## src/rtl/demux_serial_feeder_if.sv

```systemverilog
// Upstream handshake bundle for the demux serial feeder: a {channel, data}
// word offered on a valid/ready pair.
interface demux_serial_feeder_if #(
    parameter int DATA_W = 8
);
    logic              in_valid;
    logic              in_ready;
    logic [2:0]        in_chan;
    logic [DATA_W-1:0] in_data;

    // Producer side: offers words and watches ready
    modport master (
        output in_valid,
        output in_chan,
        output in_data,
        input  in_ready
    );

    // Feeder side: consumes words and reports ready
    modport slave (
        input  in_valid,
        input  in_chan,
        input  in_data,
        output in_ready
    );
endinterface

```

## src/rtl/demux_serial_feeder.sv

```systemverilog
// Demux serial feeder: buffers one {channel, word} transfer and shifts the
// word out one bit per cycle on din while sel addresses the target demux
// output. A programmable run of idle cycles (din=0) separates words, and a
// held word may be loaded straight behind the current one when no gap is
// configured.
module demux_serial_feeder #(
    parameter int DATA_W     = 8,
    parameter int GAP_CYCLES = 1,
    parameter int MSB_FIRST  = 1
) (
    input  logic                  clk,
    input  logic                  rst_n,
    demux_serial_feeder_if.slave  bus,
    input  logic                  abort,
    output logic                  din,
    output logic [2:0]            sel,
    output logic                  bit_valid,
    output logic                  last_bit,
    output logic                  busy
);

    localparam int CNT_W = $clog2(DATA_W);
    localparam logic [CNT_W-1:0] BIT_LAST_IDX = CNT_W'(DATA_W - 1);
    localparam logic [3:0] GAP_LOAD = (GAP_CYCLES > 0) ? 4'(GAP_CYCLES - 1) : 4'd0;

    typedef enum logic [1:0] {
        IDLE  = 2'd0,
        SHIFT = 2'd1,
        GAP   = 2'd2
    } state_t;

    state_t             state, state_nxt;
    logic               hold_full, hold_full_nxt;
    logic [2:0]         hold_chan, hold_chan_nxt;
    logic [DATA_W-1:0]  hold_data, hold_data_nxt;
    logic [DATA_W-1:0]  shreg, shreg_nxt;
    logic [CNT_W-1:0]   bit_cnt, bit_cnt_nxt;
    logic [3:0]         gap_cnt, gap_cnt_nxt;
    logic               din_nxt;
    logic [2:0]         sel_nxt;
    logic               bit_valid_nxt;
    logic               last_bit_nxt;
    logic               load_word;
    logic               accept;
    logic               in_ready_int;

    // The bit that leaves the word first in the configured shift order
    function automatic logic out_bit(input logic [DATA_W-1:0] w);
        return (MSB_FIRST != 0) ? w[DATA_W-1] : w[0];
    endfunction

    // The word with its leading bit consumed, so the next bit moves into place
    function automatic logic [DATA_W-1:0] advance(input logic [DATA_W-1:0] w);
        return (MSB_FIRST != 0) ? {w[DATA_W-2:0], 1'b0} : {1'b0, w[DATA_W-1:1]};
    endfunction

    // Ready only reflects buffer space; it is held low while reset is active
    assign in_ready_int = !hold_full && rst_n;
    assign bus.in_ready = in_ready_int;
    assign accept       = bus.in_valid && in_ready_int;
    assign busy         = (state != IDLE) || hold_full;

    // Next-state and next-output decode; abort overrides load and shift
    always_comb begin
        state_nxt     = state;
        hold_full_nxt = hold_full;
        hold_chan_nxt = hold_chan;
        hold_data_nxt = hold_data;
        shreg_nxt     = shreg;
        bit_cnt_nxt   = bit_cnt;
        gap_cnt_nxt   = gap_cnt;
        din_nxt       = 1'b0;
        sel_nxt       = sel;
        bit_valid_nxt = 1'b0;
        last_bit_nxt  = 1'b0;
        load_word     = 1'b0;

        if (abort) begin
            state_nxt     = IDLE;
            hold_full_nxt = 1'b0;
        end else begin
            if (accept) begin
                hold_full_nxt = 1'b1;
                hold_chan_nxt = bus.in_chan;
                hold_data_nxt = bus.in_data;
            end

            case (state)
                IDLE: begin
                    load_word = hold_full;
                end
                SHIFT: begin
                    if (bit_cnt != '0) begin
                        din_nxt       = out_bit(shreg);
                        shreg_nxt     = advance(shreg);
                        bit_valid_nxt = 1'b1;
                        bit_cnt_nxt   = bit_cnt - CNT_W'(1);
                        last_bit_nxt  = (bit_cnt == CNT_W'(1));
                    end else if (GAP_CYCLES > 0) begin
                        state_nxt   = GAP;
                        gap_cnt_nxt = GAP_LOAD;
                    end else if (hold_full) begin
                        load_word = 1'b1;
                    end else begin
                        state_nxt = IDLE;
                    end
                end
                GAP: begin
                    if (gap_cnt != 4'd0) begin
                        gap_cnt_nxt = gap_cnt - 4'd1;
                    end else if (hold_full) begin
                        load_word = 1'b1;
                    end else begin
                        state_nxt = IDLE;
                    end
                end
                default: begin
                    state_nxt = IDLE;
                end
            endcase

            if (load_word) begin
                state_nxt     = SHIFT;
                shreg_nxt     = advance(hold_data);
                din_nxt       = out_bit(hold_data);
                sel_nxt       = hold_chan;
                bit_valid_nxt = 1'b1;
                last_bit_nxt  = 1'b0;
                bit_cnt_nxt   = BIT_LAST_IDX;
                hold_full_nxt = 1'b0;
            end
        end
    end

    // State, buffer and registered outputs; reset drops everything immediately
    always_ff @(posedge clk or negedge rst_n) begin
        if (!rst_n) begin
            state     <= IDLE;
            hold_full <= 1'b0;
            hold_chan <= 3'd0;
            hold_data <= '0;
            shreg     <= '0;
            bit_cnt   <= '0;
            gap_cnt   <= 4'd0;
            din       <= 1'b0;
            sel       <= 3'd0;
            bit_valid <= 1'b0;
            last_bit  <= 1'b0;
        end else begin
            state     <= state_nxt;
            hold_full <= hold_full_nxt;
            hold_chan <= hold_chan_nxt;
            hold_data <= hold_data_nxt;
            shreg     <= shreg_nxt;
            bit_cnt   <= bit_cnt_nxt;
            gap_cnt   <= gap_cnt_nxt;
            din       <= din_nxt;
            sel       <= sel_nxt;
            bit_valid <= bit_valid_nxt;
            last_bit  <= last_bit_nxt;
        end
    end

endmodule

```

## src/flat_wrapper.sv

```systemverilog
// flat-port wrapper written by rule: the top's interface ports become plain ports
module demux_serial_feeder_flat 
#(
    parameter int DATA_W     = 8,
    parameter int GAP_CYCLES = 1,
    parameter int MSB_FIRST  = 1
)
  (clk, rst_n, abort, din, sel, bit_valid, last_bit, busy, bus_in_valid, bus_in_chan, bus_in_data, bus_in_ready);
  demux_serial_feeder_if #(.DATA_W(DATA_W)) bus_i ();
  input  logic clk;
  input  logic rst_n;
  input  logic abort;
  output logic din;
  output logic [2:0] sel;
  output logic bit_valid;
  output logic last_bit;
  output logic busy;
  input wire logic [$bits(bus_i.in_valid)-1:0] bus_in_valid;
  input wire logic [$bits(bus_i.in_chan)-1:0] bus_in_chan;
  input wire logic [$bits(bus_i.in_data)-1:0] bus_in_data;
  output wire logic [$bits(bus_i.in_ready)-1:0] bus_in_ready;
  assign bus_i.in_valid = bus_in_valid;
  assign bus_i.in_chan = bus_in_chan;
  assign bus_i.in_data = bus_in_data;
  assign bus_in_ready = bus_i.in_ready;
  demux_serial_feeder #(.DATA_W(DATA_W), .GAP_CYCLES(GAP_CYCLES), .MSB_FIRST(MSB_FIRST)) u_core (.clk(clk), .rst_n(rst_n), .bus(bus_i), .abort(abort), .din(din), .sel(sel), .bit_valid(bit_valid), .last_bit(last_bit), .busy(busy));
endmodule
```

## config.mk

```make
export PLATFORM = sky130hd
export DESIGN_NAME = demux_serial_feeder_flat
export DESIGN_NICKNAME = d
export VERILOG_FILES = /design/src/rtl/demux_serial_feeder_if.sv /design/src/rtl/demux_serial_feeder.sv /design/src/flat_wrapper.sv
export SDC_FILE = /design/constraint.sdc
export NUM_CORES = 1
export LEC_CHECK = 0
export CORE_ASPECT_RATIO = 1.25
export CORE_MARGIN = 2
export CORE_UTILIZATION = 47
export DETAILED_ROUTE_END_ITERATION = 12
export PLACE_DENSITY = 0.78
export SLEW_MARGIN = 10
export SYNTH_ARGS = -nofsm -noshare
export SYNTH_HDL_FRONTEND = slang
export SYNTH_SLANG_ARGS = --single-unit
```

## constraint.sdc

```tcl
create_clock -name clk -period 1.9 [get_ports clk]
set_input_delay 0.38 -clock clk [delete_from_list [all_inputs] [get_ports clk]]
set_output_delay 0.38 -clock clk [all_outputs]
set_load 0.02 [all_outputs]
```

power_grid.png
The bar under the picture is 20 um long. Pins as bars on the die edge.
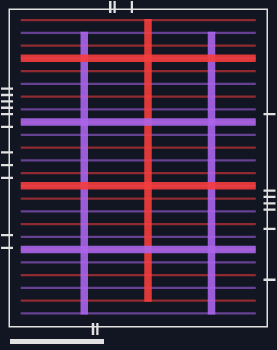
legend:
  red:
    net: VDD
  purple:
    net: VSS
met1 rails: 24
met5 straps: 4
met4 straps: 3

placement_by_type.png
Fill, decap, tap and diode cells in grey.
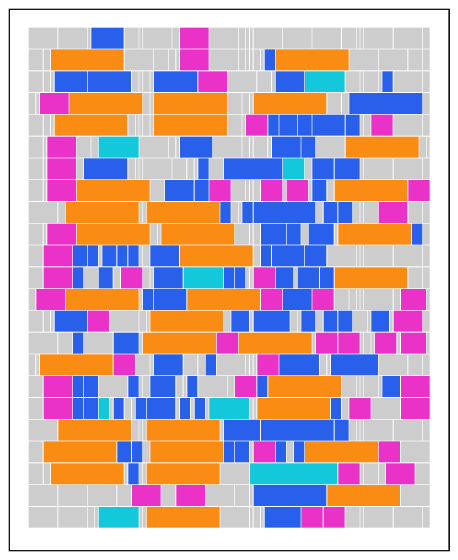
legend:
  magenta:
    class: remaining buffers and delay cells
    cells: 46
    share_of_their_area: 19%
  orange:
    class: sequential cells
    cells: 34
    share_of_their_area: 41%
  blue:
    class: combinational and other logic
    cells: 93
    share_of_their_area: 34%
  cyan:
    class: clock drivers and dummy loads
    cells: 8
    share_of_their_area: 5.3%

clk_routes.png
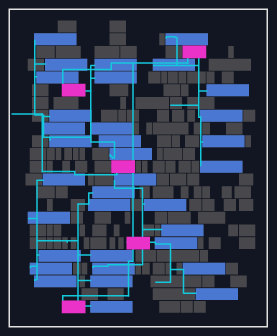
legend:
  magenta:
    item: clock drivers
    count: 5
  blue:
    item: flip-flops
    count: 34
  cyan:
    item: clock wires
    length: 402 um
flops lie: spread over the die

==> report_table.html <==
<p>Metrics extracted from the flow reports.</p>
<table>
<tr><th>Metric</th><th>Value</th></tr>
<tr><th colspan="2">Run status</th></tr>
<tr><td>Status</td><td>finished with violations</td></tr>
<tr><td>Failing checks</td><td>setup timing</td></tr>
<tr><th colspan="2">Final timing</th></tr>
<tr><td>Period minus WS final</td><td>1940 ps</td></tr>
<tr><td>Worst clock skew</td><td>3.32 ps</td></tr>
<tr><td>Setup TNS</td><td>-39.3 ps</td></tr>
<tr><td>Top achievable clock speed</td><td>between 0.5 and 0.6 GHz</td></tr>
<tr><td>RSZ-0062 raised after global routing</td><td>yes</td></tr>
<tr><td>Post-route setup slack</td><td>-35.9 ps</td></tr>
<tr><td>Setup violations, final</td><td>2</td></tr>
<tr><th colspan="2">Global routing</th></tr>
<tr><td>Maximum number of pins on one net before global-route repair</td><td>20</td></tr>
<tr><td>Most Used Layer, Global Route</td><td>met2</td></tr>
<tr><td>Number of antenna violations at the first check in global routing</td><td>0</td></tr>
<tr><td>GRT Util Overall</td><td>0.200</td></tr>
<tr><th colspan="2">Placed design</th></tr>
<tr><td>Detailed Place HPWL</td><td>2280 um</td></tr>
<tr><td>Instance area at placement</td><td>1910 um^2</td></tr>
<tr><td>Cell Count Post-Placement</td><td>204</td></tr>
<tr><th colspan="2">Worst setup path</th></tr>
<tr><td>Most frequent cell on the critical path</td><td>sky130_fd_sc_hd__ha_4</td></tr>
<tr><td>CP Data Required Time</td><td>2070 ps</td></tr>
<tr><td>Launching instance or port of the critical path</td><td>u_core.bit_cnt[0]</td></tr>
<tr><td>Worst-path maximum fanout</td><td>5</td></tr>
<tr><td>Worst Path Arrival</td><td>2110 ps</td></tr>
<tr><td>Reg2reg end</td><td>u_core.shreg[5]</td></tr>
<tr><td>CP cell instances</td><td>inv_2 &gt; ha_4 &gt; ha_4 &gt; or4b_4 &gt; o311a_4 &gt; a222oi_1</td></tr>
<tr><td>R2R setup slack</td><td>-40 ps</td></tr>
<tr><th colspan="2">Yosys</th></tr>
<tr><td>Top comb family, area</td><td>AND-OR/OR-AND gates</td></tr>
<tr><td>Number of storage elements in the synthesis netlist</td><td>34</td></tr>
<tr><td>Most instantiated cells after synthesis</td><td>sky130_fd_sc_hd__dfrtp_1, sky130_fd_sc_hd__inv_1, sky130_fd_sc_hd__nand2_1</td></tr>
<tr><td>MUX area fraction</td><td>0.0653</td></tr>
<tr><td>Most used flip-flop cell</td><td>sky130_fd_sc_hd__dfrtp_1</td></tr>
<tr><td>Simple-gate portion of the synthesized area</td><td>0.127</td></tr>
<tr><td>Sequential-to-total area share from yosys stat</td><td>0.562</td></tr>
<tr><td>Nets at Floorplan</td><td>151</td></tr>
<tr><td>Number of cells in the yosys synthesis report</td><td>132</td></tr>
<tr><td>Number of enable flip-flop cells</td><td>0</td></tr>
<tr><th colspan="2">Cells and area</th></tr>
<tr><td>Nets</td><td>about 200</td></tr>
<tr><td>Final Core Density</td><td>0.673</td></tr>
<tr><td>Final instance area</td><td>~2100 um^2</td></tr>
<tr><th colspan="2">CTS</th></tr>
<tr><td>Number of buffers inserted by hold repair at cts</td><td>0</td></tr>
<tr><td>Post-CTS Repair Setup Buffers</td><td>0</td></tr>
<tr><td>Number of clock sinks</td><td>34</td></tr>
<tr><td>Clock root cell</td><td>sky130_fd_sc_hd__clkbuf_8</td></tr>
<tr><td>CTS H-Tree Depth</td><td>2</td></tr>
<tr><th colspan="2">Power</th></tr>
<tr><td>Power density of the placed cells</td><td>1120 nW/um^2</td></tr>
<tr><td>Design Power</td><td>2.37 mW</td></tr>
<tr><td>Peak ir drop on the vdd network</td><td>866 uV</td></tr>
<tr><th colspan="2">Floorplan</th></tr>
<tr><td>Area inside the core boundary</td><td>3140 um^2</td></tr>
<tr><td>Die x size</td><td>54.7 um</td></tr>
<tr><td>Num rows</td><td>23</td></tr>
<tr><td>Initial Utilization</td><td>0.482</td></tr>
<tr><th colspan="2">Routing</th></tr>
<tr><td>DRC marker count from the first detailed-route iteration</td><td>32</td></tr>
<tr><td>Via count normalized by instance count</td><td>5.37</td></tr>
<tr><th colspan="2">Hold path</th></tr>
<tr><td>Hold path start</td><td>u_core.hold_data[0]</td></tr>
<tr><th colspan="2">Job</th></tr>
<tr><td>Maximum Capacitance Violations</td><td>0</td></tr>
</table>
final cells by class:
class / count / area [um^2]
Tap cell: 37 / 46.3
Clock inverter: 2 / 37.5
Inverter: 20 / 75.1
Multi-Input combinational cell: 73 / 631
Clock buffer: 6 / 72.6
Timing Repair Buffer: 46 / 398
Sequential cell: 34 / 851
Fill cell: 246 / 1030
registers in the layout (all words and copies together) (netlist names):
signal,count
u_core.bit_valid,1
u_core.din,1
u_core.hold_full,1
u_core.sel,3
u_core.hold_chan,3
u_core.state,2
u_core.last_bit,1
u_core.bit_cnt,3
u_core.hold_data,8
u_core.gap_cnt,4
u_core.shreg,7
routing by layer:
layer  up-vias  wire length [um]
li1        560                 -
met1       566              1330
met2        36              1720
met3         8               173
met4         0                70
met5         -                 0
kinds of logic (layout without fill, tap and decap cells):
| group | after synthesis | after routing |
|---|---|---|
| AND-OR/OR-AND | 26 | 27 |
| adder cells (fa/ha/maj) | 4 | 4 |
| buffers and inverters | 26 | 74 |
| flip-flops | 34 | 34 |
| multiplexers | 9 | 9 |
| AND/OR/NAND/NOR | 33 | 33 |
report_power, final:
part | switching, mW | internal [mW] | leakage (nW)
logic | 0.328 | 0.385 | 0.537
clock network | 0.258 | 0.391 | 0.0514
registers | 0.0877 | 0.915 | 0.406
total | 0.674 | 1.69 | 0.994
worst max-delay path: cells and delay by family (launching register included):
kind / cells / cell delay (ps)
simple gates: 1 / 570
compound gates: 2 / 510
flops: 1 / 380
fa+ha+maj: 2 / 310
buf+inv: 1 / 50
through the flow:
stage          setup WS [ps]  hold slack [ps]
3_5_place_dp            -179              482
2_1_floorplan          -9.20             84.4
3_3_place_gp            -107              483
6_report               -35.9              493
4_1_cts                 2.98              499
5_1_grt                 -111              513
No activity file was given, so power comes from the tool's default toggle rates.
